**config.mk**
```make
export PLATFORM = sky130hd
export DESIGN_NAME = instruction_fetch_unit_flat
export DESIGN_NICKNAME = d
export VERILOG_FILES = /design/src/rtl/instruction_fetch_unit_if.sv /design/src/rtl/instruction_fetch_unit.sv /design/src/flat_wrapper.sv
export SDC_FILE = /design/constraint.sdc
export NUM_CORES = 1
export LEC_CHECK = 0
export CORE_AREA = 2 2 123 125
export CTS_CLUSTER_SIZE = 10
export DETAILED_ROUTE_END_ITERATION = 6
export DIE_AREA = 0 0 125 127
export PLACE_DENSITY = 0.7
export SETUP_SLACK_MARGIN = 0.05
export SKIP_LAST_GASP = 1
export SYNTH_ARGS = -nofsm -noshare
export SYNTH_HDL_FRONTEND = slang
export SYNTH_SLANG_ARGS = --single-unit
```
**constraint.sdc**
```tcl
create_clock -name clk_i -period 4.6 [get_ports clk_i]
set_input_delay 0.92 -clock clk_i [delete_from_list [all_inputs] [get_ports clk_i]]
set_output_delay 0.92 -clock clk_i [all_outputs]
set_load 0.01 [all_outputs]
```
**src/rtl/instruction_fetch_unit_if.sv**
```systemverilog
// Fetch-unit bundle: decode-side control, instruction memory read port and
// the {pc, instruction} stream handed to decode.
interface instruction_fetch_unit_if;
  logic        stall;
  logic        redirect_valid;
  logic [15:0] redirect_pc;
  logic        mem_req;
  logic [15:0] mem_addr;
  logic        mem_ack;
  logic [15:0] mem_rdata;
  logic [15:0] instruction;
  logic [15:0] if_pc;
  logic        if_valid;

  // Fetch unit side
  modport master (
    input  stall, redirect_valid, redirect_pc, mem_ack, mem_rdata,
    output mem_req, mem_addr, instruction, if_pc, if_valid
  );

  // Environment side (decode stage + instruction memory)
  modport slave (
    output stall, redirect_valid, redirect_pc, mem_ack, mem_rdata,
    input  mem_req, mem_addr, instruction, if_pc, if_valid
  );
endinterface

```
**src/rtl/instruction_fetch_unit.sv**
```systemverilog
// Instruction fetch unit: fetch PC, req/ack memory reader, small prefetch
// FIFO and a registered {pc, instruction, valid} stage toward decode.
module instruction_fetch_unit #(
  parameter logic [15:0] RESET_PC   = 16'h0000,
  parameter logic [15:0] NOP_WORD   = 16'h0800,
  parameter int unsigned FIFO_DEPTH = 2
) (
  input logic                      clk_i,
  input logic                      rst_i,
  instruction_fetch_unit_if.master bus
);
  localparam int unsigned PW = $clog2(FIFO_DEPTH);
  localparam int unsigned CW = PW + 1;

  typedef enum logic [1:0] {IDLE, REQ, DRAIN} state_e;

  state_e        state_q, state_d;
  logic [15:0]   fetch_pc_q, fetch_pc_d;
  logic [15:0]   pend_pc_q, pend_pc_d;
  logic          mem_req_q, mem_req_d;
  logic [15:0]   mem_addr_q, mem_addr_d;
  logic [15:0]   instr_q, instr_d;
  logic [15:0]   if_pc_q, if_pc_d;
  logic          if_valid_q, if_valid_d;

  logic [15:0]   fifo_pc_q   [FIFO_DEPTH];
  logic [15:0]   fifo_word_q [FIFO_DEPTH];
  logic [PW-1:0] rd_ptr_q, rd_ptr_d, wr_ptr_q, wr_ptr_d;
  logic [CW-1:0] count_q, count_d;
  logic [CW-1:0] count_after_pop;
  logic          push, pop;

  assign bus.mem_req     = mem_req_q;
  assign bus.mem_addr    = mem_addr_q;
  assign bus.instruction = instr_q;
  assign bus.if_pc       = if_pc_q;
  assign bus.if_valid    = if_valid_q;

  // Pop decision is independent of push, so request gating can use it
  always_comb begin
    pop             = !bus.redirect_valid && !bus.stall && (count_q != '0);
    count_after_pop = count_q - CW'(pop);
  end

  // Fetch FSM: next state, request issue and fetch PC update
  always_comb begin
    state_d    = state_q;
    fetch_pc_d = fetch_pc_q;
    pend_pc_d  = pend_pc_q;
    mem_req_d  = mem_req_q;
    mem_addr_d = mem_addr_q;
    push       = 1'b0;
    case (state_q)
      IDLE: begin
        if (bus.redirect_valid) begin
          fetch_pc_d = bus.redirect_pc;
        end else if (count_after_pop < CW'(FIFO_DEPTH)) begin
          mem_req_d  = 1'b1;
          mem_addr_d = fetch_pc_q;
          state_d    = REQ;
        end
      end
      REQ: begin
        if (bus.mem_ack) begin
          if (bus.redirect_valid) begin
            fetch_pc_d = bus.redirect_pc;
            mem_req_d  = 1'b0;
            state_d    = IDLE;
          end else begin
            push       = 1'b1;
            fetch_pc_d = mem_addr_q + 16'd1;
            // back-to-back only if the slot after this push+pop is still free
            if (count_after_pop < CW'(FIFO_DEPTH - 1)) begin
              mem_addr_d = mem_addr_q + 16'd1;
            end else begin
              mem_req_d = 1'b0;
              state_d   = IDLE;
            end
          end
        end else if (bus.redirect_valid) begin
          pend_pc_d = bus.redirect_pc;
          state_d   = DRAIN;
        end
      end
      DRAIN: begin
        if (bus.redirect_valid) pend_pc_d = bus.redirect_pc;
        if (bus.mem_ack) begin
          fetch_pc_d = bus.redirect_valid ? bus.redirect_pc : pend_pc_q;
          mem_req_d  = 1'b0;
          state_d    = IDLE;
        end
      end
      default: state_d = IDLE;
    endcase
  end

  // Output stage and FIFO bookkeeping: redirect flush > stall hold > pop > bubble
  always_comb begin
    instr_d    = instr_q;
    if_pc_d    = if_pc_q;
    if_valid_d = if_valid_q;
    rd_ptr_d   = rd_ptr_q;
    wr_ptr_d   = wr_ptr_q;
    count_d    = count_q;
    if (bus.redirect_valid) begin
      instr_d    = NOP_WORD;
      if_valid_d = 1'b0;
      rd_ptr_d   = '0;
      wr_ptr_d   = '0;
      count_d    = '0;
    end else begin
      if (!bus.stall) begin
        if (pop) begin
          instr_d    = fifo_word_q[rd_ptr_q];
          if_pc_d    = fifo_pc_q[rd_ptr_q];
          if_valid_d = 1'b1;
        end else begin
          instr_d    = NOP_WORD;
          if_valid_d = 1'b0;
        end
      end
      if (pop)  rd_ptr_d = rd_ptr_q + PW'(1);
      if (push) wr_ptr_d = wr_ptr_q + PW'(1);
      count_d = count_q + CW'(push) - CW'(pop);
    end
  end

  // State registers with asynchronous reset
  always_ff @(posedge clk_i or posedge rst_i) begin
    if (rst_i) begin
      state_q    <= IDLE;
      fetch_pc_q <= RESET_PC;
      pend_pc_q  <= RESET_PC;
      mem_req_q  <= 1'b0;
      mem_addr_q <= RESET_PC;
      instr_q    <= NOP_WORD;
      if_pc_q    <= RESET_PC;
      if_valid_q <= 1'b0;
      rd_ptr_q   <= '0;
      wr_ptr_q   <= '0;
      count_q    <= '0;
    end else begin
      state_q    <= state_d;
      fetch_pc_q <= fetch_pc_d;
      pend_pc_q  <= pend_pc_d;
      mem_req_q  <= mem_req_d;
      mem_addr_q <= mem_addr_d;
      instr_q    <= instr_d;
      if_pc_q    <= if_pc_d;
      if_valid_q <= if_valid_d;
      rd_ptr_q   <= rd_ptr_d;
      wr_ptr_q   <= wr_ptr_d;
      count_q    <= count_d;
    end
  end

  // FIFO storage; contents are only meaningful under count_q
  always_ff @(posedge clk_i) begin
    if (push) begin
      fifo_pc_q[wr_ptr_q]   <= mem_addr_q;
      fifo_word_q[wr_ptr_q] <= bus.mem_rdata;
    end
  end
endmodule

```
**src/flat_wrapper.sv**
```systemverilog
// flat-port wrapper written by rule: the top's interface ports become plain ports
module instruction_fetch_unit_flat 
#(
  parameter logic [15:0] RESET_PC   = 16'h0000,
  parameter logic [15:0] NOP_WORD   = 16'h0800,
  parameter int unsigned FIFO_DEPTH = 2
)
  (clk_i, rst_i, bus_stall, bus_redirect_valid, bus_redirect_pc, bus_mem_ack, bus_mem_rdata, bus_mem_req, bus_mem_addr, bus_instruction, bus_if_pc, bus_if_valid);
  instruction_fetch_unit_if bus_i ();
  input logic clk_i;
  input logic rst_i;
  input wire logic [$bits(bus_i.stall)-1:0] bus_stall;
  input wire logic [$bits(bus_i.redirect_valid)-1:0] bus_redirect_valid;
  input wire logic [$bits(bus_i.redirect_pc)-1:0] bus_redirect_pc;
  input wire logic [$bits(bus_i.mem_ack)-1:0] bus_mem_ack;
  input wire logic [$bits(bus_i.mem_rdata)-1:0] bus_mem_rdata;
  output wire logic [$bits(bus_i.mem_req)-1:0] bus_mem_req;
  output wire logic [$bits(bus_i.mem_addr)-1:0] bus_mem_addr;
  output wire logic [$bits(bus_i.instruction)-1:0] bus_instruction;
  output wire logic [$bits(bus_i.if_pc)-1:0] bus_if_pc;
  output wire logic [$bits(bus_i.if_valid)-1:0] bus_if_valid;
  assign bus_i.stall = bus_stall;
  assign bus_i.redirect_valid = bus_redirect_valid;
  assign bus_i.redirect_pc = bus_redirect_pc;
  assign bus_i.mem_ack = bus_mem_ack;
  assign bus_i.mem_rdata = bus_mem_rdata;
  assign bus_mem_req = bus_i.mem_req;
  assign bus_mem_addr = bus_i.mem_addr;
  assign bus_instruction = bus_i.instruction;
  assign bus_if_pc = bus_i.if_pc;
  assign bus_if_valid = bus_i.if_valid;
  instruction_fetch_unit #(.RESET_PC(RESET_PC), .NOP_WORD(NOP_WORD), .FIFO_DEPTH(FIFO_DEPTH)) u_core (.clk_i(clk_i), .rst_i(rst_i), .bus(bus_i));
endmodule
```
==> run notes, run 1 <==
run results: GRT overflow=0, GPL Wtd Cong=0.846, Mapped Area=0.00684 mm², n_diodes=0, final setup margin=1.54 ns, vias in the first global route=4660, core footprint=0.0144 mm², TritonCTS clock tree=yes, fillcell total=roughly 1200, hold_buf cts=0, final hold viol count=0, sequential cell area=0.00413 mm², antenna viol nets, final=0, Final Setup Violations=0, status=finished, final reports clean, Site Rows=44, Final Max Tran Viols=0, skew final=0.00679 ns, residual DRC count=0, most frequent cells in the layout=clkdlybuf4s50_1, dfrtp_1, edfxtp_1, nand2_1, o21ai_0, first-pass GRT wire length=23500 µm, Cell Pwr Density=656 mW/mm², yosys warns=0, Slowest cell on crit path=clkdlybuf4s50_1, critical path required time=4.91 ns, CP max stage delay=0.46 ns, CTS resizes=0, peak supply drop=0.309 mV, WL per Instance=17.0 µm, critical path type=in2reg, Tmin final=around 3 ns, later-pin clock latency in the skew report=0.42 ns, ys async rst share=57.9%, Vert. Die Dim=127 µm, Netlist cell types=60, Worst EP arrival=3.37 ns, CP Launch Type=input pin, PortBufs=86, Post-synth EDFFs=about 64, Yosys reg bits=152, worst-margin pin slew=1.20 ns, Yosys Chip Area=about 0.0068 mm², H-tree Lvls=4, overall routing resource usage=around a fifth, worst min-delay path category=reg2reg, Avg Cell Area, Syn=11.8 µm²
==> run 1: worst paths after layout <==
| kind | from | end | cells after the start |
|---|---|---|---|
| min reg2reg | u_core.bus.if_pc[10]$_DFFE_PP0P_ | u_core.bus.if_pc[10]$_DFFE_PP0P_ | 2 |
| max reg2reg | u_core.state_q[1]$_DFFE_PP0P_ | u_core.fetch_pc_q[11]$_DFFE_PP0P_ | 7 |
| max | bus_redirect_valid | u_core.bus.mem_req$_DFFE_PP0P_ | 10 |
| max in group asynchronous | rst_i | u_core.bus.mem_addr[6]$_DFFE_PP0P_ | 3 |
| min | u_core.bus.if_pc[10]$_DFFE_PP0P_ | u_core.bus.if_pc[10]$_DFFE_PP0P_ | 2 |
| min in group asynchronous | rst_i | u_core.pend_pc_q[14]$_DFFE_PP0P_ | 2 |
==> run 1: state kept, by name, indices dropped and copies added, names as in the netlist <==
register                cells
u_core.state_q              2
u_core.pend_pc_q           16
u_core.count_q              2
u_core.fifo_word_q         32
u_core.fifo_pc_q           32
u_core.rd_ptr_q             1
u_core.fetch_pc_q          16
u_core.bus.if_valid         1
u_core.bus.if_pc           16
u_core.bus.mem_req          1
u_core.bus.mem_addr        16
u_core.wr_ptr_q             1
u_core.bus.instruction     16
==> run 1: metrics by stage <==
step,instances,power (µW),hold WS [ns],utilization (%)
floorplan,580,3470,0.471,-
global placement,820,4070,0.458,54.2
global route,852,5850,0.508,58.3
CTS,852,5540,0.485,58.3
detailed placement,820,4150,0.470,54.2
finish,852,5520,0.480,58.3
==> run 1: Yosys cell counts, types with 8 or more instances <==
cell type and instances:
o21ai_0 46, mux2i_1 38, dfrtp_1 87, nand3_1 8
mux2_2 18, buf_2 13, nor3_1 13, nor2_1 38
a21oi_1 21, nand2b_1 13, inv_1 14, edfxtp_1 64
o22ai_1 12, clkbuf_1 20, nand2_1 57, a221oi_1 11
==> run 1: worst max-delay path, delay by kind of cell <==
family                   cells  cell delay, ns
AND-OR/OR-AND                1            0.07
AND/OR/NAND/NOR              2            0.26
multiplexers                 2            0.71
adder cells (fa/ha/maj)      1            0.19
buffers and inverters        3            0.82
XOR/XNOR                     1            0.40
==> run 1: cells by family after synthesis <==
logic type,Yosys count,share of synthesized area (%)
AND/OR/NAND/NOR,177,13.4
flip-flops,152,60.3
AND-OR/OR-AND,128,11.9
multiplexers,56,8.52
buffers and inverters,53,3.71
XOR/XNOR,7,0.896
adder cells (fa/ha/maj),7,1.28
==> run 1: area by class of cell <==
| cell class | instances | area share [%] |
|---|---|---|
| Sequential cell | 152 | 49.0 |
| Clock buffer | 17 | 5.06 |
| Inverter | 14 | 0.640 |
| Timing Repair Buffer | 95 | 11.0 |
| Multi-Input combinational cell | 375 | 29.5 |
| Clock inverter | 15 | 1.95 |
| Tap cell | 184 | 2.74 |
==> run 1: power breakdown <==
| part | switching, µW | internal (µW) |
|---|---|---|
| Clock | 575 | 810 |
| Combinational | 997 | 904 |
| Sequential | 391 | 1840 |
| Total | 1960 | 3550 |
==> run 1: layer usage <==
metal,up-vias,global-route usage (%),routed length (µm)
met3,25,4.82,769
met4,0,8.17,323
met1,2308,24.9,6590
li1,2289,-,-
met5,-,0,0
met2,139,29.3,6770
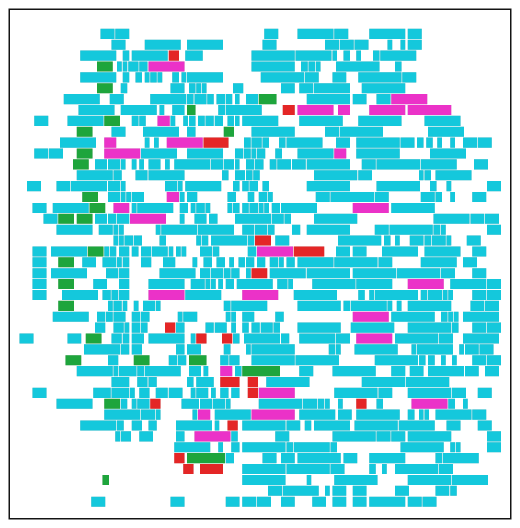
(run_1/sizes.png)
Scale: 4 px per µm.
Key: _6 and larger = magenta [cells 27, share 4.0%]; _0 and _1 cells = cyan [cells 598, share 90%]; _2 cells = green [cells 25, share 3.7%]; _3 and _4 cells = red [cells 18, share 2.7%]
Non-clk bufs: 95
Area Growth Syn to Fin: 23.0%
Design Area, Final: 0.00841 mm²

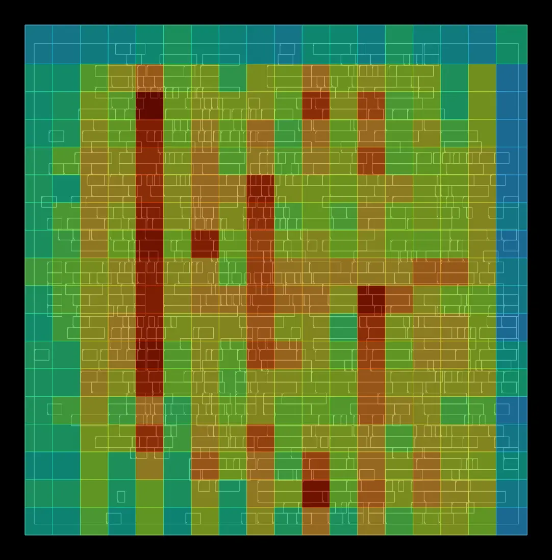
(run_1/congestion.png)
routing usage on met2: 29.3%
GRT busiest layer: met2
final core occ: 58.3%
met3 usage: 4.82%
met1 GRT Util: 24.9%

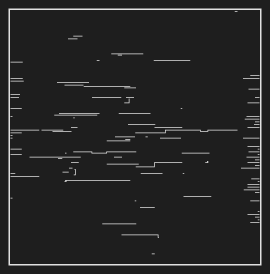
(run_1/layer_met3.png)
Scale: 2 px per µm.
The layer holds 5.3% of the routed length. The wires run mostly horizontal. 81 nets have wire on it. The longest straight run is 32.4 µm.
final wirelength: 14400 µm
via count: 4761

==> run_1/logic_types.png <==
Scale: 4 px per µm.
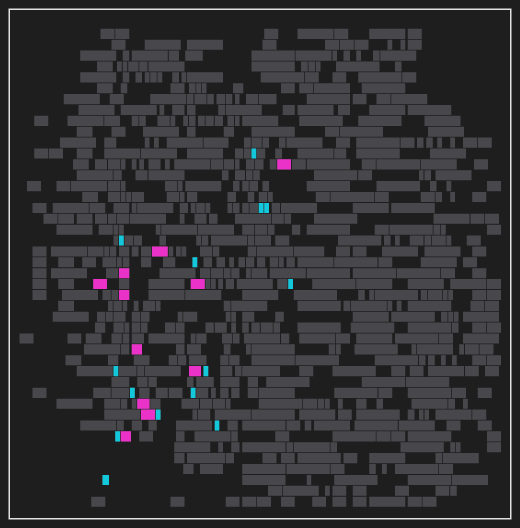

--- run 2 (diff from run 1) ---
Settings changed: PLACE_DENSITY 0.7 to 0.72.
Clock period 4.6 ns to 2.5 ns, I/O delays scaled along.
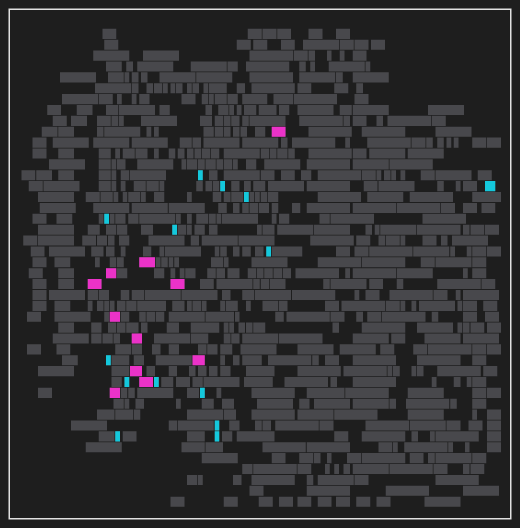
(run_2/logic_types.png)
Scale: 4 px per µm.
Key: inv cells = cyan [cells 14, most used inv_1]; non-inverting ao/oa cells = magenta [cells 11, most used a21o_1, where west]
Layout Cells excl Fill: 871
fraction of area in multi-input gates: 28.8%

==> run 2 against run 1 <==
Effect of this change:
- sequential share of layout area down 1.2 points
- critical path depth down 1
- via count up 3.5%
- first-iteration DRC count up 50%
- setup slack worse by 1.3 ns
- sequential power up 79%
- power up 90%
- core utilization up 1.5 points
- largest cell class unchanged
==> run notes, run 2 <==
run results: final core occ=roughly 60%, Yosys Chip Area=between 0.006 and 0.007 mm², hold_buf cts=0, via count=4930, WL per Instance=17.3 µm, Netlist cell types=60, TritonCTS clock tree=yes, core footprint=0.0144 mm², fillcell total=1178, Cell Pwr Density=roughly 1200 mW/mm², Inst Count DP=839, mux frac, synth=8.52%, PortBufs=86, first-pass GRT wire length=between 20000 and 25000 µm, status=finished, final reports clean, r2r worst-path depth=6, skew final=0.0131 ns, n_diodes=0, Top logic family=simple AND/OR/NAND/NOR gates, Site Rows=44, ys async rst share=between 50% and 60%, Yosys reg bits=152, Final Max Tran Viols=0, antenna viol nets, final=0, reg2reg start=u_core.state_q[1]$_DFFE_PP0P_, later-pin clock latency in the skew report=between 0.4 and 0.5 ns, overall routing resource usage=between 15 and 20%, hold path cells=2, reg-to-reg endpoint=u_core.bus.mem_addr[7]$_DFFE_PP0P_, CP max stage delay=approximately 0.48 ns, worst-margin pin slew=roughly 1 ns, top cell type by instance count after synthesis=dfrtp_1, FA/HA/MAJ Cells, Area Fraction=between 1 and 1.5%, critical path type=in2reg, hold path start=u_core.bus.if_pc[6]$_DFFE_PP0P_, GPL Wtd Cong=0.858, Final Setup Violations=0, GRT overflow=0, Mapped Area=~0.0068 mm², Basic Gates by Area=13.4%, critical path required time=around 2.8 ns, top cells by count=dfrtp_1, edfxtp_1, nand2_1, o21ai_0, Slowest cell on crit path=clkdlybuf4s50_1, Worst EP arrival=about 2.5 ns, Post-synth EDFFs=64
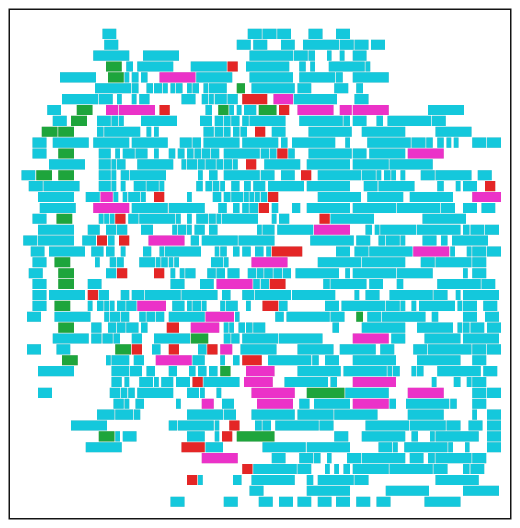
(run_2/sizes.png)
Scale: 4 px per µm.
final setup margin: 0.291 ns
Non-clk bufs: 114
Area Growth Syn to Fin: 26.2%
Design Area, Final: 0.00863 mm²

==> run 2: netlist changes by cell type in the layout (fill, tap and decap cells not counted) <==
cell        change
clkbuf_1        +1
and3_1          -1
and3_2          +1
clkbuf_8        +1
clkinvlp_4      +2
buf_12          +6
clkinv_1        -1
inv_8           -1
inv_6           -2
buf_4          +13
==> run 2: layout make-up <==
type                    count  area share (%)
clock buffers              19            5.13
multi-input cells         375            28.8
inverters                  14           0.652
repair buffers            114            13.3
well taps                 184            2.67
clock inverters            13            1.67
flip-flops and latches    152            47.8
==> run 2: cell families after synthesis <==
logic type	Yosys count
buffers and inverters	53
adder cells (fa/ha/maj)	7
XOR/XNOR	7
flip-flops	152
AND/OR/NAND/NOR	177
multiplexers	56
AND-OR/OR-AND	128
==> run 2: layer usage <==
metal  routed length [µm]  vias up  GRT usage [%]
li1                     -     2325              -
met1                 6730     2380           26.7
met2                 7080      204           31.9
met5                    0        -              0
met4                  272        0           7.06
met3                  955       21           4.52
==> run 2: worst min-delay path, cell delays in order, from the launching register on <==
cell and delay [ns]:
dfrtp_1 0.34, nand2_1 0.05, o21ai_0 0.06
==> run 2: worst max-delay path by stage <==
stage,start,cells after the start,to,slack (ns)
final,bus_redirect_valid,9,u_core.bus.mem_addr[7]$_DFFE_PP0P_,0.29
after global routing,u_core.state_q[1]$_DFFE_PP0P_,6,u_core.bus.mem_addr[7]$_DFFE_PP0P_,0.14
after CTS,bus_redirect_valid,9,u_core.bus.mem_addr[7]$_DFFE_PP0P_,0.30
after detailed placement,bus_redirect_valid,9,u_core.bus.mem_addr[7]$_DFFE_PP0P_,-0.15
after global placement,bus_redirect_valid,9,u_core.bus.mem_addr[7]$_DFFE_PP0P_,-0.08
after floorplan,u_core.state_q[1]$_DFFE_PP0P_,7,u_core.fifo_pc_q[0][0]$_DFFE_PP_,0.11
==> run 2: stage by stage <==
stage | power [µW] | setup slack, ns | hold WS [ns] | area, µm²
CTS | 10500 | 0.297 | 0.484 | 8630
finish | 10500 | 0.291 | 0.478 | 8630
detailed placement | 7960 | -0.154 | 0.470 | 8050
global placement | 7780 | -0.0823 | 0.458 | 8050
floorplan | 6380 | 0.109 | 0.471 | 6850
global route | 11100 | 0.143 | 0.507 | 8630
==> run 2: power by group <==
| group | total, µW | internal, µW | switching [µW] | leakage (µW) |
|---|---|---|---|---|
| sequential | 4000 | 3390 | 618 | 0.00168 |
| combinational | 3950 | 1920 | 2030 | 0.00136 |
| clock | 2540 | 1510 | 1030 | 0.000279 |
| total | 10500 | 6810 | 3670 | 0.00332 |
Power is estimated from default activity; no workload was simulated.
